--- src/rtl/mips_shift_pkg.sv ---
// Shared encodings for the multi-cycle EX-stage shifter.
package mips_shift_pkg;

    // Shift operation codes as they arrive from decode.
    localparam logic [1:0] SHOP_SLL = 2'b00;
    localparam logic [1:0] SHOP_SRL = 2'b01;
    localparam logic [1:0] SHOP_SRA = 2'b10;
    localparam logic [1:0] SHOP_RSV = 2'b11;

    // Only the low five bits of the amount are used. This is enough for 0..31.
    localparam int SHAMT_W = 5;

    typedef enum logic [1:0] {
        ST_IDLE  = 2'd0,
        ST_SHIFT = 2'd1,
        ST_DONE  = 2'd2
    } state_t;

endpackage

--- src/rtl/shift_step.sv ---
// One combinational shift slice: moves data by 'amount' bits in the direction and
// fill mode chosen by op. SRA fills with the operand sign latched at accept.
module shift_step
    import mips_shift_pkg::*;
(
    input  logic [31:0]        data,
    input  logic [SHAMT_W-1:0] amount,
    input  logic [1:0]         op,
    input  logic               sign,
    output logic [31:0]        shifted
);

    logic [31:0] vacated;

    // Select the shifted word and the fill for the vacated upper bits on right shifts.
    always_comb begin
        // NOTE: the output gets a default before the case. Because of that, no path leaves it unassigned, and no latch is inferred.
        shifted = data;
        vacated = ~(32'hFFFF_FFFF >> amount);
        case (op)
            SHOP_SLL: shifted = data << amount;
            SHOP_SRL: shifted = data >> amount;
            SHOP_SRA: shifted = (data >> amount) | ({32{sign}} & vacated);
            default:  shifted = data;
        endcase
    end

endmodule

--- src/rtl/shift_unit_seq.sv ---
// Multi-cycle shifter. It takes up to STEP bits per cycle and uses a start/busy/done
// handshake. The pipeline stalls while busy is high. flush aborts the operation without touching result.
module shift_unit_seq
    import mips_shift_pkg::*;
#(
    parameter int STEP = 4
) (
    input  logic        clk,
    input  logic        rst_n,
    input  logic        start,
    input  logic [1:0]  op,
    input  logic [31:0] operand,
    input  logic [31:0] shamt,
    input  logic        flush,
    output logic        busy,
    output logic        done,
    output logic [31:0] result
);

    localparam logic [SHAMT_W-1:0] STEP_K = SHAMT_W'(STEP);

    state_t             state, state_nxt;
    logic [31:0]        acc;
    logic [SHAMT_W-1:0] remaining;
    logic               sign;
    logic [1:0]         opr;

    logic               accept;
    logic               accept_trivial;
    logic               last_step;
    logic [SHAMT_W-1:0] step_k;
    logic [31:0]        acc_shifted;

    // Amount bits above [4:0] are architecturally ignored.
    logic               unused_shamt_hi;
    assign unused_shamt_hi = |shamt[31:SHAMT_W];

    // A new request is taken only between operations, and a concurrent flush always wins.
    assign accept         = start && !flush && (state == ST_IDLE || state == ST_DONE);
    assign accept_trivial = (shamt[SHAMT_W-1:0] == '0) || (op == SHOP_RSV);

    // This cycle's shift amount is min(STEP, remaining), so remaining can never underflow.
    assign step_k    = (remaining < STEP_K) ? remaining : STEP_K;
    assign last_step = (remaining == step_k);

    shift_step u_shift_step (
        .data    (acc),
        .amount  (step_k),
        .op      (opr),
        .sign    (sign),
        .shifted (acc_shifted)
    );

    // Next-state logic: IDLE/DONE wait for accept, SHIFT runs until the count is used up. flush overrides everything.
    always_comb begin
        state_nxt = state;
        case (state)
            ST_IDLE, ST_DONE: begin
                state_nxt = ST_IDLE;
                if (accept)
                    state_nxt = accept_trivial ? ST_DONE : ST_SHIFT;
            end
            ST_SHIFT: begin
                if (last_step)
                    state_nxt = ST_DONE;
            end
            default: state_nxt = ST_IDLE;
        endcase
        if (flush)
            state_nxt = ST_IDLE;
    end

    // State register, plus busy/done registered from the next state so that they are clean flop outputs.
    always_ff @(posedge clk or negedge rst_n) begin
        // NOTE: sequential state is always assigned with <=. This way every flop samples values from before the edge.
        if (!rst_n) begin
            state <= ST_IDLE;
            busy  <= 1'b0;
            done  <= 1'b0;
        end else begin
            state <= state_nxt;
            busy  <= (state_nxt == ST_SHIFT);
            done  <= (state_nxt == ST_DONE);
        end
    end

    // Datapath: latch the operands on accept, then step the accumulator and count down in SHIFT.
    always_ff @(posedge clk or negedge rst_n) begin
        if (!rst_n) begin
            acc       <= '0;
            remaining <= '0;
            sign      <= 1'b0;
            opr       <= SHOP_SLL;
            result    <= '0;
        end else if (accept) begin
            acc       <= operand;
            remaining <= shamt[SHAMT_W-1:0];
            sign      <= operand[31];
            opr       <= op;
            if (accept_trivial)
                result <= operand;
        end else if (state == ST_SHIFT && !flush) begin
            acc       <= acc_shifted;
            remaining <= remaining - step_k;
            if (last_step)
                result <= acc_shifted;
        end
    end

endmodule

--- config.mk ---
export PLATFORM = sky130hd
export DESIGN_NAME = shift_unit_seq
export DESIGN_NICKNAME = d
export VERILOG_FILES = /design/src/rtl/mips_shift_pkg.sv /design/src/rtl/shift_step.sv /design/src/rtl/shift_unit_seq.sv
export SDC_FILE = /design/constraint.sdc
export NUM_CORES = 1
export LEC_CHECK = 0
export ABC_AREA = 1
export CAP_MARGIN = 30
export CORE_ASPECT_RATIO = 0.8
export CORE_MARGIN = 1
export CORE_UTILIZATION = 60
export CTS_BUF_LIST = sky130_fd_sc_hd__clkbuf_8
export DETAILED_ROUTE_END_ITERATION = 10
export HOLD_SLACK_MARGIN = 0.05
export PLACE_DENSITY = 0.88
export SYNTH_ARGS = -nofsm -noshare
export SYNTH_HDL_FRONTEND = slang
export SYNTH_SLANG_ARGS = --single-unit
--- constraint.sdc ---
create_clock -name clk -period 4.55 [get_ports clk]
set_input_delay 0.91 -clock clk [delete_from_list [all_inputs] [get_ports clk]]
set_output_delay 0.91 -clock clk [all_outputs]
set_load 0.01 [all_outputs]
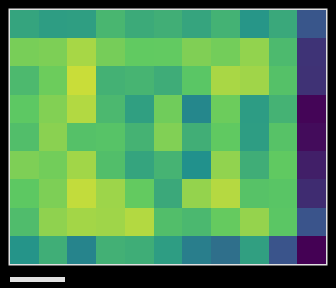
**Above:** run 1 (local utilization).
The bar under the picture is 20 um long. The die is cut into 11 by 9 equal tiles; dark purple is low, yellow is high, 0 to 100% covered.
tiles over 75% full: 37%
fullest tile: 92%
mean over tiles: 65%
nearly empty tiles: 2.0%
CORE AREA: 9770 um2
FP Core Util: 62.6%
Final Core Density: 72.0%

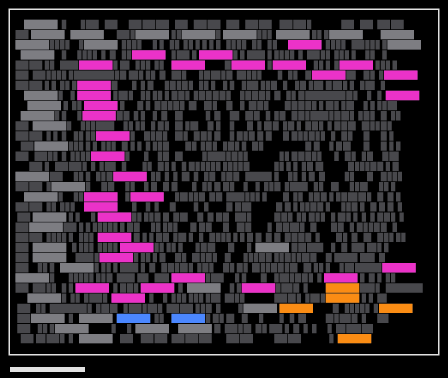
**Above:** run 1 (register map, names as in the netlist).
The bar under the picture is 20 um long. Other sequential cells in the stronger grey, the rest of the logic in the fainter grey.
[orange] `remaining` | placed flops: 5 | where: bottom right
[magenta] `acc` | placed flops: 32 | where: spread over the die
[blue] `state` | placed flops: 2
not coloured: 37
FF/Latch Area: 1900 um2
sequential power: 1.20 mW
flip-flop and latch share of the layout cell area: 27.0%

==> reports/qor.log, run 1 <==
[outcome] outcome completed
[worst_setup_path] R2R Setup Slk 1.01 ns
[yosys] Commonest flop sky130_fd_sc_hd__dfrtp_1
[placed_design] final estimated routing congestion in global placement 0.952
[yosys] multiplexer share of the synthesized area 0%
[pwr] clk pwr 0.608 mW
[clocking] clock tree from TritonCTS yes
[finish] Layout Nets 1124
[clocking] Hold-fix buffers, CTS 0
[finish] fraction of cell area in non-clock buffers 12.3%
[floorplanning] FP Rows 32
[finish] multi-input gates 811
[yosys] proportion of synthesized chip area in sequential cells 31.1%
[yosys] number of storage elements in the synthesis netlist 76
[global_routing] GRT busiest layer met1
[pwr] worst vdd ir 0.493 mV
[global_routing] Congestion Overflow GR 0
[finish] non-clock inverter count in the final layout 70
[global_routing] number of antenna violations at the first check in global routing 0
[route] Via-to-Cell Ratio 5.83
[finish] most used logic cell in the final layout sky130_fd_sc_hd__nand2_1
[sta] worst slack on hold paths 0.456 ns
[pwr] sequential cell fraction of total power 29.0%
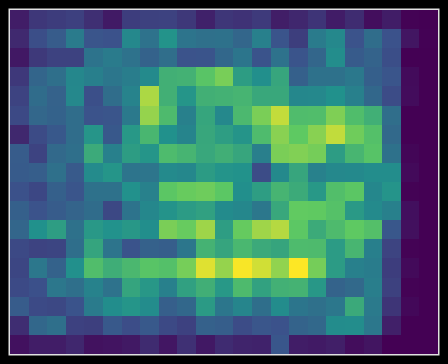
**Above:** run 1 (routed metal per tile).
The die is cut into 23 by 18 equal tiles; dark purple is low, yellow is high, scaled to the fullest tile. Values are wire area over tile area, all layers added.
nearly empty tiles: 7.0%
fullest tile: 0.76
densest ninth of the die: middle
tiles over half the peak: 32%
mean over tiles: 0.30
Detailed Route WL: 18.5 mm
Via Count: 6958

**Run 1: routed metal, one colour a layer**

Only two layers are drawn.
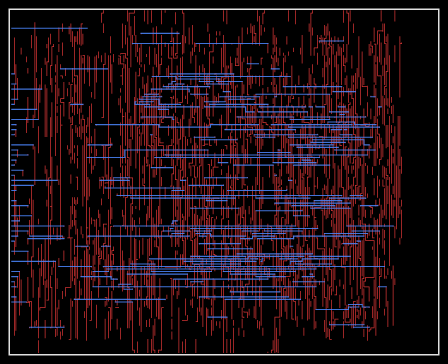

## Run 2: what changed since run 1
--- a/config.mk
+++ b/config.mk
@@ -9,11 +9,11 @@
 export CAP_MARGIN = 30
 export CORE_ASPECT_RATIO = 0.8
 export CORE_MARGIN = 1
-export CORE_UTILIZATION = 60
+export CORE_UTILIZATION = 50
 export CTS_BUF_LIST = sky130_fd_sc_hd__clkbuf_8
 export DETAILED_ROUTE_END_ITERATION = 10
 export HOLD_SLACK_MARGIN = 0.05
-export PLACE_DENSITY = 0.88
+export PLACE_DENSITY = 0.78
 export SYNTH_ARGS = -nofsm -noshare
 export SYNTH_HDL_FRONTEND = slang
 export SYNTH_SLANG_ARGS = --single-unit
==> constraint.sdc (replaced) <==
create_clock -name clk -period 3.1 [get_ports clk]
set_input_delay 0.62 -clock clk [delete_from_list [all_inputs] [get_ports clk]]
set_output_delay 0.62 -clock clk [all_outputs]
set_load 0.01 [all_outputs]
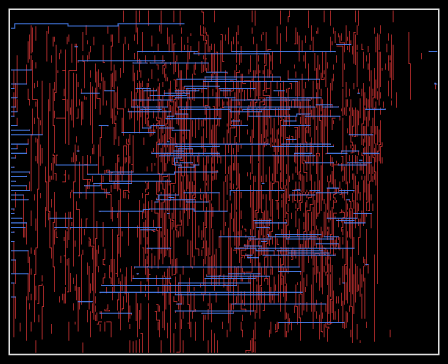
**Above:** run 2 (routed metal, one colour a layer).
Only two layers are drawn.
[red] M2 | wire length: 7700 um
[blue] M3 | wire length: 1780 um
Via Count: 6875
Detailed Route WL: 19.1 mm
Avg WL per Cell: 15.7 um
overall track demand over capacity in global routing: 31.3%

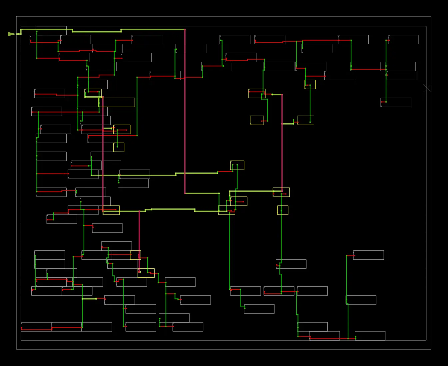
**Above:** run 2 (clock nets).
sequential cell count of the final layout: 76
clkbuf count: 9

==> run 2 against run 1 <==
The run now ends with DRC left. Power up 47%. Area after synthesis unchanged. Clock power increased by about 40%. Global-route usage is 4.8 points lower. Utilization is 11 points lower. Sequential power grew 45%. Via count decreased by 1.2%. Routed wire length is 3.0% higher. Final cell count up 1.9%. Synthesized cell count did not move. Worst setup slack lost 0.45 ns. Critical endpoint is now result[9]$_DFFE_PN0P_.
==> reports/qor.log, run 2 <==
[clocking] Hold-fix buffers, CTS 0 [unchanged]
[sta] actual slew at the worst max-slew pin 0.555 ns
[outcome] outcome finished with violations
[worst_setup_path] Worst R2R Path Depth 11
[finish] non-clock inverter count in the final layout 70 [unchanged]
[finish] fraction of cell area in non-clock buffers 13.4% [+1.1 points]
[worst_setup_path] last element of the critical path result[9]$_DFFE_PN0P_
[worst_setup_path] R2R Setup Slk 0.56 ns [-0.45 ns]
[finish] most used logic cell in the final layout sky130_fd_sc_hd__nand2_1
[global_routing] met2 routing resource usage after global routing 44.8%
[route] Via-to-Cell Ratio 5.65 [-3.1%]
[finish] Layout Nets 1135 [+0.98%]
[global_routing] GRT busiest layer met1
[route] wire length on met1 9.29 mm
[finish] Buffers excl. clock 96
[finish] Final Core Density 60.9% [-11 points]
[pwr] combinational share of power 57.3%
[yosys] number of storage elements in the synthesis netlist 76 [unchanged]
[yosys] Yosys warning count 0
[floorplanning] FP Rows 35 [+9.4%]
[finish] flip-flop and latch share of the layout cell area 26.7% [-0.33 points]
[pwr] worst vdd ir 0.503 mV [+2.1%]
[worst_setup_path] cell mode on critical path sky130_fd_sc_hd__nand2_1
[sta] total setup violations reported at the end of the flow 0
[route] post-route DRC violation count 1
[yosys] proportion of synthesized chip area in sequential cells 31.1% [unchanged]
[floorplanning] CORE AREA 11700 um2 [+20%]
[finish] FF/Latch Area 1900 um2 [unchanged]
[floorplanning] FP Core Util 52.3% [-10 points]
[route] met3 WL post-DR 1.78 mm
[placed_design] final estimated routing congestion in global placement 0.953 [+0.14%]
[sta] post-route setup TNS 0 ns
[outcome] violations in the final reports DRC
[worst_setup_path] Critical Path End Type flop
[placed_design] placed wire-length estimate 13.4 mm
[pwr] sequential cell fraction of total power 28.6% [-0.4 points]
[floorplanning] number of I/O pins 104
[global_routing] Congestion Overflow GR 0 [unchanged]
[pwr] clk pwr 0.854 mW [+40%]
[yosys] multiplexer share of the synthesized area 0% [unchanged]
[sta] worst slack on hold paths 0.129 ns [-0.327 ns]
[yosys] Synth async-reset ratio 100%
[clocking] clock insertion delay at the later pin of the skew report 0.37 ns
[pwr] sequential power 1.74 mW [+45%]
[finish] multi-input gates 811 [unchanged]
[yosys] Commonest flop sky130_fd_sc_hd__dfrtp_1
[min_path] kind of path behind the tightest hold check in -> async
Power is estimated from default activity; no workload was simulated.
